===== config.mk =====
export PLATFORM = sky130hd
export DESIGN_NAME = shift_and_subtract_binary_divider
export DESIGN_NICKNAME = d
export VERILOG_FILES = /design/src/rtl/shift_and_subtract_binary_divider.sv
export SDC_FILE = /design/constraint.sdc
export NUM_CORES = 1
export LEC_CHECK = 0
export CAP_MARGIN = 20
export CORE_ASPECT_RATIO = 1.4
export CORE_UTILIZATION = 45
export CTS_BUF_LIST = sky130_fd_sc_hd__clkbuf_4
export DETAILED_ROUTE_END_ITERATION = 16
export PLACE_DENSITY = 0.66
export SETUP_SLACK_MARGIN = 0.1
export SYNTH_ARGS = -nofsm -noshare
export SYNTH_HDL_FRONTEND = slang
export SYNTH_SLANG_ARGS = --single-unit
export TNS_END_PERCENT = 100

===== constraint.sdc =====
create_clock -name clk -period 2.8 [get_ports clk]
set_input_delay 0.28 -clock clk [delete_from_list [all_inputs] [get_ports clk]]
set_output_delay 0.28 -clock clk [all_outputs]
set_load 0.02 [all_outputs]

===== src/rtl/shift_and_subtract_binary_divider.sv =====
`default_nettype none
// ============================================================================
//  Module   : shift_and_subtract_binary_divider
//  Purpose  : Sequential restoring unsigned divider. Produces one quotient bit
//             per clock. A divisor of zero completes in a single cycle with a
//             flag instead of running the iteration.
//  Ports    : clk, rst        - clock (rising edge), async active-high reset
//             start           - request, sampled only while idle
//             dividend,divisor- N-bit unsigned operands, captured on accept
//             busy            - high while a division is in progress
//             done            - one-cycle pulse when results update
//             quotient,
//             remainder       - N-bit results, held until next completion
//             div_by_zero     - last completed op had divisor == 0
//  Revision : 1.0 - initial release
// ============================================================================
module shift_and_subtract_binary_divider #(
  parameter int N = 8
) (
  input  logic         clk,
  input  logic         rst,
  input  logic         start,
  input  logic [N-1:0] dividend,
  input  logic [N-1:0] divisor,
  output logic         busy,
  output logic         done,
  output logic [N-1:0] quotient,
  output logic [N-1:0] remainder,
  output logic         div_by_zero
);

  localparam int            CW     = $clog2(N + 1);
  localparam logic [CW-1:0] C_LAST = CW'(N - 1);

  localparam logic [0:0] S_IDLE = 1'b0;
  localparam logic [0:0] S_RUN  = 1'b1;

  logic [0:0]    r_state;
  logic [0:0]    w_state_next;

  logic [N-1:0]  r_q;
  logic [N-1:0]  r_rem;
  logic [N-1:0]  r_dvsr;
  logic [CW-1:0] r_count;

  logic [N-1:0]  w_q_n;
  logic [N-1:0]  w_rem_n;
  logic [N-1:0]  w_dvsr_n;
  logic [CW-1:0] w_count_n;
  logic          w_busy_n;
  logic          w_done_n;
  logic [N-1:0]  w_quot_n;
  logic [N-1:0]  w_remo_n;
  logic          w_dbz_n;

  logic [N:0]    w_r_shift;
  logic [N:0]    w_r_diff;
  logic          w_ge;
  logic [N-1:0]  w_r_step;
  logic [N-1:0]  w_q_step;
  logic          w_last;
  logic          w_dvsr_zero;

  // One restoring step. The partial remainder is always < divisor between
  // steps, so N bits of storage suffice; only the shifted value needs N+1.
  // When shift < divisor the difference is negative, so its MSB is the
  // borrow and doubles as the compare result.
  always_comb begin
    w_r_shift = {r_rem, r_q[N-1]};
    w_r_diff  = w_r_shift - {1'b0, r_dvsr};
    w_ge      = ~w_r_diff[N];
    w_r_step  = w_ge ? w_r_diff[N-1:0] : w_r_shift[N-1:0];
    w_q_step  = {r_q[N-2:0], w_ge};
    w_last    = (r_count == C_LAST);
    w_dvsr_zero = (divisor == '0);
  end

  // State register
  always_ff @(posedge clk or posedge rst) begin
    if (rst) begin
      r_state <= S_IDLE;
    end else begin
      r_state <= w_state_next;
    end
  end

  // Next-state logic
  always_comb begin
    w_state_next = r_state;
    case (r_state)
      S_IDLE:  if (start && !w_dvsr_zero) w_state_next = S_RUN;
      S_RUN:   if (w_last)                w_state_next = S_IDLE;
      default: w_state_next = S_IDLE;
    endcase
  end

  // Output / datapath next-value logic; all results are registered below.
  always_comb begin
    w_q_n     = r_q;
    w_rem_n   = r_rem;
    w_dvsr_n  = r_dvsr;
    w_count_n = r_count;
    w_busy_n  = busy;
    w_done_n  = 1'b0;
    w_quot_n  = quotient;
    w_remo_n  = remainder;
    w_dbz_n   = div_by_zero;
    case (r_state)
      S_IDLE: begin
        if (start) begin
          if (!w_dvsr_zero) begin
            w_q_n     = dividend;
            w_rem_n   = '0;
            w_dvsr_n  = divisor;
            w_count_n = '0;
            w_busy_n  = 1'b1;
          end else begin
            // Divide-by-zero completes immediately without iterating.
            w_quot_n = {N{1'b1}};
            w_remo_n = dividend;
            w_dbz_n  = 1'b1;
            w_done_n = 1'b1;
          end
        end
      end
      S_RUN: begin
        w_q_n     = w_q_step;
        w_rem_n   = w_r_step;
        w_count_n = r_count + 1'b1;
        if (w_last) begin
          w_quot_n = w_q_step;
          w_remo_n = w_r_step;
          w_dbz_n  = 1'b0;
          w_done_n = 1'b1;
          w_busy_n = 1'b0;
        end
      end
      default: w_busy_n = 1'b0;
    endcase
  end

  always_ff @(posedge clk or posedge rst) begin
    if (rst) begin
      r_q         <= '0;
      r_rem       <= '0;
      r_dvsr      <= '0;
      r_count     <= '0;
      busy        <= 1'b0;
      done        <= 1'b0;
      quotient    <= '0;
      remainder   <= '0;
      div_by_zero <= 1'b0;
    end else begin
      r_q         <= w_q_n;
      r_rem       <= w_rem_n;
      r_dvsr      <= w_dvsr_n;
      r_count     <= w_count_n;
      busy        <= w_busy_n;
      done        <= w_done_n;
      quotient    <= w_quot_n;
      remainder   <= w_remo_n;
      div_by_zero <= w_dbz_n;
    end
  end

endmodule
`default_nettype wire


**PDN straps and rails**

Pins as bars on the die edge.
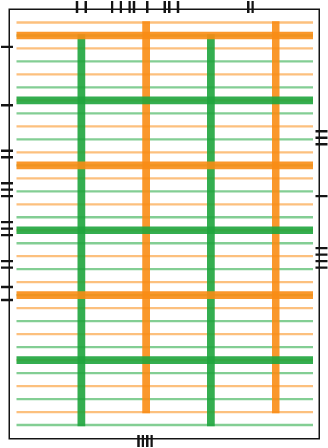
orange -> VDD
green -> VSS
met1 rails = 32
met5 straps = 6
met4 straps = 4
signal pins = 38
rows = 31
DIE HEIGHT: 89.66 µm
Max VDD drop: 0.5601 mV
Core ar.: 0.005236 mm²
die width: 64.62 µm

**Placement by cell class**

Scale bar: 20 µm. Fill, decap, tap and diode cells in gray.
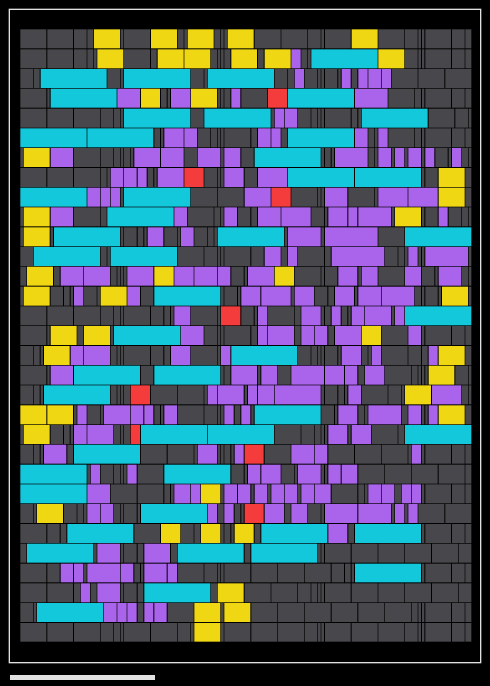
yellow -> other buffers and delay cells  # cells 45
cyan -> flops  # cells 48
red -> clock drivers and dummy loads  # cells 8
purple -> combinational and other logic  # cells 182
Seq/total area: 40.02%
post-route design area: 0.003002 mm²
final core utilization: 57.32%

**Gate-type map**

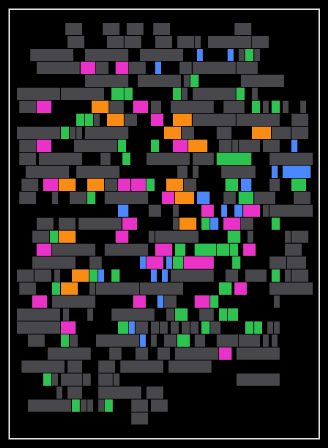
green -> inverting AOI/OAI gates  # cells 48
magenta -> AND-OR and OR-AND gates  # cells 27
orange -> multiplexers  # cells 14
blue -> NOR gates  # cells 20
non-filler instance count after layout: 349
fraction of area in multi-input gates: 39.22%
most instantiated logic cell after routing: dfrtp_1

==> reports/qor.yml <==
critical_path.top_delay_family: "AND-OR/OR-AND gates"
yosys-top-cells-count: "48 x dfrtp_1, 27 x o21ai_0, 25 x nand2_1, 14 x nor2_1, 12 x inv_1"
finalCriticalPeriod_ns: 2.557
worst-path-buf-inv: 2
top_logic_kind: "AND-OR/OR-AND gates"
first_pass_iters: 4
critPathLaunchType: "flop"
arrival_ns: 2.83
cts_tree: "done"
ctsHtreeMaxLevel: 2
ys_cells: 241
edf_count: 0
ys_area_mm2: 0.002470
hold_violations: 0
cp_num_cells: 9
postCtsSetupBuffers: 0
dp_hpwl_mm: 4.164
grt_overflow_total: 0
clkPwrFrac_pct: 7.9
portBuffers: 37
layout_setup_ws_ns: 0.2433
via_count: 1940
rows: 31
clockBufferDepth: 2
syn_area_per_cell_um2: 10.25
ys_sh_simple_pct: 13.53
area_delta_synth_final_pct: 21.53
seqPwrFrac_pct: 30.5
warnings: 26
ys_sh_adder_pct: 5.370
rsz0062_at_grt: "no"
placed_area_mm2: 0.002930
top_area_share_pct: 48.63
dieArea_mm2: 0.005793
grt_pass1_vias: 1850
n_antenna_cell: 0
max-slew-margin-rel_pct: 43.53
dp_slack_ns: 0.2073
cts.sink_count: 48
status: "completed"
drive_gt1_share_pct: 10.25
switchingPower_uw: 1865
## layout by cell type, fill, tap and decap left out, drive strengths merged, types with 5 or more instances in the layout
cell type	count
dfrtp	48
inv	12
nor2	15
mux2i	10
nand3	8
nand2	25
a21o	7
ha	9
o211ai	5
o22a	9
a21oi	6
buf	8
o21ai	28
clkdlybuf4s50	37
clkbuf	7
## kinds of logic after synthesis
family / count (synthesis)
compound gates: 75
xor+xnor: 4
fa+ha+maj: 10
buf+inv: 24
flops: 48
mux: 14
simple gates: 66
## worst max path at each step
| stage | from | endpoint | slack [ns] |
|---|---|---|---|
| after floorplan | r_q[7] | r_rem[2] | 0.41 |
| after global placement | r_q[7] | r_rem[2] | 0.28 |
| after detailed placement | r_q[7] | remainder[2] | 0.21 |
| after CTS | r_q[7] | r_rem[2] | 0.19 |
| after global routing | r_q[7] | remainder[0] | 0.11 |
| final | r_q[7] | remainder[3] | 0.24 |
## what timing repair did
action,4_1_cts,5_1_grt
resized,0,2
hold endpoints to repair,0,0
hold buffers,0,0
endpoints found under the setup margin,0,2
## power by group through the flow
| stage | clock [µW] | sequential (µW) | combinational [µW] |
|---|---|---|---|
| global route | 369 | 1340 | 2910 |
| finish | 334 | 1300 | 2620 |
| floorplan | 0 | 1400 | 1670 |
| CTS | 347 | 1300 | 2580 |
| global placement | 0 | 1310 | 2520 |
| detailed placement | 0 | 1310 | 2560 |
## final cells by class
type                       instances  area, µm²
fill                             486       2235
inverter                          13      53.80
multi-input combinational        169       1177
clock inverter                     1      3.754
timing repair buffer              45      430.4
clock buffer                       7      52.55
sequential                        48       1201
tap                               66      82.58
## layer usage
layer	GRT usage (%)	share of wire [%]
met1	25.63	43
met2	37.22	52
met3	3.662	3.4
met4	9.293	2.1
met5	0	0
## metrics by stage
step | hold slack (ns) | instances
2_1_floorplan | 0.3968 | 241
3_3_place_gp | 0.4689 | 341
3_5_place_dp | 0.4651 | 341
4_1_cts | 0.2757 | 349
5_1_grt | 0.2949 | 349
6_report | 0.2600 | 349
## sequential cells by signal, indices dropped and copies added, names as in the netlist
name and cells:
quotient 8, r_dvsr 8, r_q 8, r_rem 8, remainder 8, r_count 4
busy 1, div_by_zero 1, done 1, r_state 1
No activity file was given, so power comes from the tool's default toggle rates.
